===== src/rtl/fsm3_pkg.sv =====
// fsm3_pkg: constants and types shared by the 3-cycle pulse line generator
// and decoder.
//   state_e     : decoder FSM states (IDLE, HIGH, LOW)
//   RUN_BIT0/1  : high-run lengths that encode bit 0 / bit 1
//   RUN_CNT_W   : width of the run/gap counters; RUN_CNT_MAX is their ceiling
package fsm3_pkg;
  localparam int                   RUN_CNT_W   = 3;
  localparam logic [RUN_CNT_W-1:0] RUN_CNT_MAX = 3'd7;
  localparam logic [RUN_CNT_W-1:0] RUN_BIT0    = 3'd1;
  localparam logic [RUN_CNT_W-1:0] RUN_BIT1    = 3'd3;

  typedef enum logic [1:0] {IDLE, HIGH, LOW} state_e;

  // A run is a valid symbol only if its length is one of the two encodings.
  function automatic logic run_is_good(input logic [RUN_CNT_W-1:0] cnt);
    return (cnt == RUN_BIT0) || (cnt == RUN_BIT1);
  endfunction
endpackage


===== src/rtl/fsm3_run_counter.sv =====
// fsm3_run_counter: saturating up-counter for run and gap lengths.
//   clk, rst : clock, synchronous active-low reset
//   i_load1  : restart the count at 1 (first sample of a new run)
//   i_inc    : add one, holding at all-ones
//   o_cnt    : current count
module fsm3_run_counter
  import fsm3_pkg::*;
#(
  parameter int W = RUN_CNT_W
) (
  input  logic         clk,
  input  logic         rst,
  input  logic         i_load1,
  input  logic         i_inc,
  output logic [W-1:0] o_cnt
);
  logic [W-1:0] r_cnt;

  always_ff @(posedge clk) begin
    if (!rst)                      r_cnt <= '0;
    else if (i_load1)              r_cnt <= W'(1);
    else if (i_inc && r_cnt != '1) r_cnt <= r_cnt + 1'b1;
  end

  assign o_cnt = r_cnt;
endmodule


===== src/rtl/fsm3cycles_decoder.sv =====
// fsm3cycles_decoder: pulse-width decoder / deserializer for the 3-cycle
// pulse line. A 1-cycle high run is bit 0, a 3-cycle run is bit 1, anything
// else is an error that discards the partial word. Words are LSB-first.
//   clk, rst   : clock, synchronous active-low reset
//   line_in    : pulse line, same clock domain as the generator
//   bit_valid  : 1-cycle strobe, bit_out holds the decoded bit
//   word_valid : 1-cycle strobe, word_out holds a complete word (held after)
//   err        : 1-cycle strobe, malformed symbol (or framing gap)
// Build option: FSM3_STRICT_GAP_EN makes a low gap longer than one cycle
// inside a partly assembled word a framing error.
module fsm3cycles_decoder
  import fsm3_pkg::*;
#(
  parameter int WORD_W = 8
) (
  input  logic              clk,
  input  logic              rst,
  input  logic              line_in,
  output logic              bit_valid,
  output logic              bit_out,
  output logic              word_valid,
  output logic [WORD_W-1:0] word_out,
  output logic              err
);
  localparam int               IDX_W    = (WORD_W > 1) ? $clog2(WORD_W) : 1;
  localparam logic [IDX_W-1:0] LAST_IDX = IDX_W'(WORD_W - 1);
`ifdef FSM3_STRICT_GAP_EN
  localparam bit STRICT_GAP = 1'b1;
`else
  localparam bit STRICT_GAP = 1'b0;
`endif

  state_e               r_state, w_next;
  logic [RUN_CNT_W-1:0] w_run_cnt, w_gap_cnt;
  logic                 w_run_load, w_run_inc, w_gap_load, w_gap_inc;
  logic                 w_classify, w_gap_err, w_good, w_bit;
  logic [IDX_W-1:0]     r_bit_idx;
  logic [WORD_W-1:0]    r_word, w_word_next;
  logic                 r_bit_valid, r_bit_out, r_word_valid, r_err;
  logic [WORD_W-1:0]    r_word_out;

  fsm3_run_counter #(.W(RUN_CNT_W)) u_run_cnt (
    .clk(clk), .rst(rst), .i_load1(w_run_load), .i_inc(w_run_inc), .o_cnt(w_run_cnt)
  );
  fsm3_run_counter #(.W(RUN_CNT_W)) u_gap_cnt (
    .clk(clk), .rst(rst), .i_load1(w_gap_load), .i_inc(w_gap_inc), .o_cnt(w_gap_cnt)
  );

  always_ff @(posedge clk) begin
    if (!rst) r_state <= IDLE;
    else      r_state <= w_next;
  end

  always_comb begin
    w_next     = r_state;
    w_run_load = 1'b0;
    w_run_inc  = 1'b0;
    w_gap_load = 1'b0;
    w_gap_inc  = 1'b0;
    w_classify = 1'b0;
    w_gap_err  = 1'b0;
    case (r_state)
      IDLE: if (line_in) begin
        w_next     = HIGH;
        w_run_load = 1'b1;
      end
      HIGH: if (line_in) begin
        w_run_inc = 1'b1;
      end else begin
        // Falling sample closes the run: classify its length now.
        w_classify = 1'b1;
        w_gap_load = 1'b1;
        w_next     = LOW;
      end
      LOW: if (line_in) begin
        w_next     = HIGH;
        w_run_load = 1'b1;
      end else begin
        w_gap_inc = 1'b1;
        // Second low sample inside a word: gap_cnt is about to go 1->2.
        if (STRICT_GAP && r_bit_idx != '0 && w_gap_cnt == RUN_CNT_W'(1)) begin
          w_gap_err = 1'b1;
          w_next    = IDLE;
        end
      end
      default: w_next = IDLE;
    endcase
  end

  assign w_good = run_is_good(w_run_cnt);
  assign w_bit  = (w_run_cnt == RUN_BIT1);

  always_comb begin
    w_word_next            = r_word;
    w_word_next[r_bit_idx] = w_bit;
  end

  always_ff @(posedge clk) begin
    if (!rst) begin
      r_bit_valid  <= 1'b0;
      r_bit_out    <= 1'b0;
      r_word_valid <= 1'b0;
      r_word_out   <= '0;
      r_err        <= 1'b0;
      r_bit_idx    <= '0;
      r_word       <= '0;
    end else begin
      r_bit_valid  <= 1'b0;
      r_word_valid <= 1'b0;
      r_err        <= 1'b0;
      if (w_classify && w_good) begin
        r_bit_valid <= 1'b1;
        r_bit_out   <= w_bit;
        if (r_bit_idx == LAST_IDX) begin
          r_word_valid <= 1'b1;
          r_word_out   <= w_word_next;
          r_word       <= '0;
          r_bit_idx    <= '0;
        end else begin
          r_word    <= w_word_next;
          r_bit_idx <= r_bit_idx + 1'b1;
        end
      end else if (w_classify || w_gap_err) begin
        r_err     <= 1'b1;
        r_word    <= '0;
        r_bit_idx <= '0;
      end
    end
  end

  assign bit_valid  = r_bit_valid;
  assign bit_out    = r_bit_out;
  assign word_valid = r_word_valid;
  assign word_out   = r_word_out;
  assign err        = r_err;
endmodule


===== config.mk =====
export PLATFORM = sky130hd
export DESIGN_NAME = fsm3cycles_decoder
export DESIGN_NICKNAME = d
export VERILOG_FILES = /design/src/rtl/fsm3_pkg.sv /design/src/rtl/fsm3_run_counter.sv /design/src/rtl/fsm3cycles_decoder.sv
export SDC_FILE = /design/constraint.sdc
export NUM_CORES = 1
export LEC_CHECK = 0
export ABC_AREA = 1
export CAP_MARGIN = 20
export CORE_MARGIN = 2
export CORE_UTILIZATION = 50
export CTS_CLUSTER_DIAMETER = 40
export DETAILED_ROUTE_END_ITERATION = 10
export PLACE_DENSITY = 0.84
export SYNTH_ARGS = -nofsm -noshare
export SYNTH_HDL_FRONTEND = slang
export SYNTH_SLANG_ARGS = --single-unit

===== constraint.sdc =====
create_clock -name clk -period 1.4 [get_ports clk]
set_clock_uncertainty 0.1 [all_clocks]
set_input_delay 0.14 -clock clk [delete_from_list [all_inputs] [get_ports clk]]
set_output_delay 0.14 -clock clk [all_outputs]
set_load 0.01 [all_outputs]

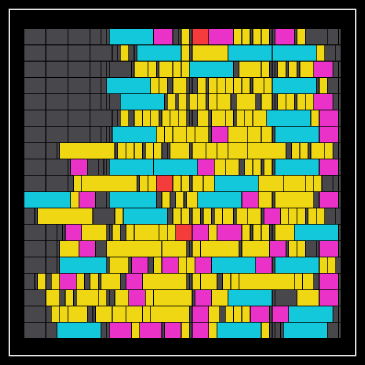
*Cell classes on the final placement*
Scale: 6 px per um. Fill, decap, tap and diode cells in grey.
Red is clock drivers, cells 3, share of their area 1.1%. Magenta is remaining buffers and delay cells, cells 38, share of their area 16%. Cyan is sequential cells, cells 28, share of their area 29%. Yellow is combinational and other logic, cells 183, share of their area 54%.

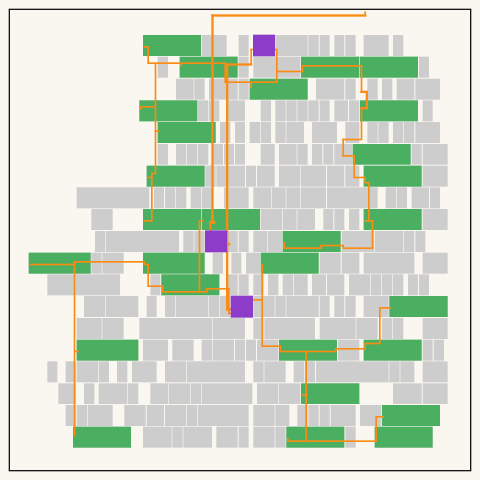
*Clock distribution*
Scale: 8 px per um.
Green is flip-flops, count 28. Orange is clock wires, length 320 um. Purple is clock drivers, count 3.
There are 4 routed clock nets.
worst skew pair latency: 330 ps
clock network power consumption: 0.333 mW
part of the power in the clock network: 25.6%

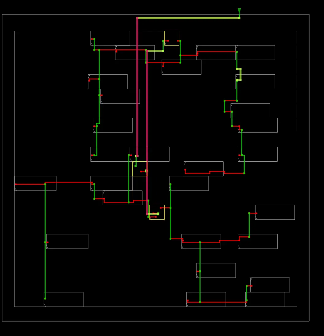
*Clock nets*
number of clock buffer instances in the layout: 3
Seq Cell Count: 28
TritonCTS buffer count: 3
Clock Sink Count: 28

==> Changelog: implementation <==
### Implementation results

- Violations in the final reports: setup timing
- Placed Area: 1730 sq um
- Nonclk inv count: 43
- Final weighted congestion in routability-driven placement: 0.852
- Setup slack, reg-to-reg: -150 ps
- Number of logic gates: 140
- Port Buffer Count: 14
- Maximum operating frequency: 0.645 GHz
- P_sw: 0.329 mW
- Initial antenna violation count: 0
- Die outline width: 57.5 um
- Count of tool warnings: 31
- Count of final max-slew check failures: 0
- Slack of the critical path: -151 ps
- H-tree levels: 1
- Average instance area after synthesis: 6.71 sq um
- Area fraction of clock buffers and clock inverters: 1.12%
- Yosys aoi share: 6.65%
- Start point of the worst hold path: bit_out
- Most numerous logic cell after layout: nand2_1
- Critical path's top delay family: simple AND/OR/NAND/NOR gates
- Layout Cells excl Fill: 283
- Global-route wire length before repair: 6180 um
- Number of search-and-repair iterations in the first detailed-routing pass: 9
- Estimated wirelength of the detail-placed design: 2020 um
- FF-to-FF End: u_run_cnt.o_cnt[2]
- Area taken by flip-flops and latches: 564 sq um
- Cells along the critical path: ha_4 -> ha_4 -> inv_2 -> nand4_1 -> or2_4 -> a21oi_2
- Critical setup path kind: register to register
- Highest-count cells in the layout ignoring fill and taps: nand2_1, inv_1, nor2_1
- Proportion of synthesized chip area in sequential cells: 39.2%
- Run status: finished, violations left
- Instance count of the mapped netlist: 213
- # setup viols final: 22
- Rel. slew slack: 75.5%
- Setup repair after global routing missed its margin: true
- Tapcell count: 31
- Final core area utilization: 73.7%
- Post-Place Setup Slack: -206 ps
[metal layers]
metal,GRT usage (%),vias up,share of wire (%)
met4,13.0,0,3.9
met3,4.08,19,6.0
li1,-,739,-
met1,28.1,683,38
met5,0,-,0
met2,41.7,81,52
[Yosys cell counts, drive strengths merged]
| cell type | number | area share, % |
|---|---|---|
| dfxtp | 28 | 39 |
| buf | 4 | 1.8 |
| o211ai | 1 | 0.53 |
| inv | 41 | 11 |
| nor2 | 35 | 9.7 |
| nand2 | 56 | 15 |
| nand4 | 7 | 3.1 |
| clkbuf | 2 | 1.2 |
| o31ai | 2 | 1.0 |
| a211oi | 1 | 0.53 |
| nand3 | 14 | 6.1 |
| ha | 6 | 5.2 |
| o21ai | 2 | 0.70 |
| clkinv | 1 | 0.26 |
| or2 | 2 | 0.87 |
| a21oi | 11 | 3.8 |
Power is estimated from default activity; no workload was simulated.
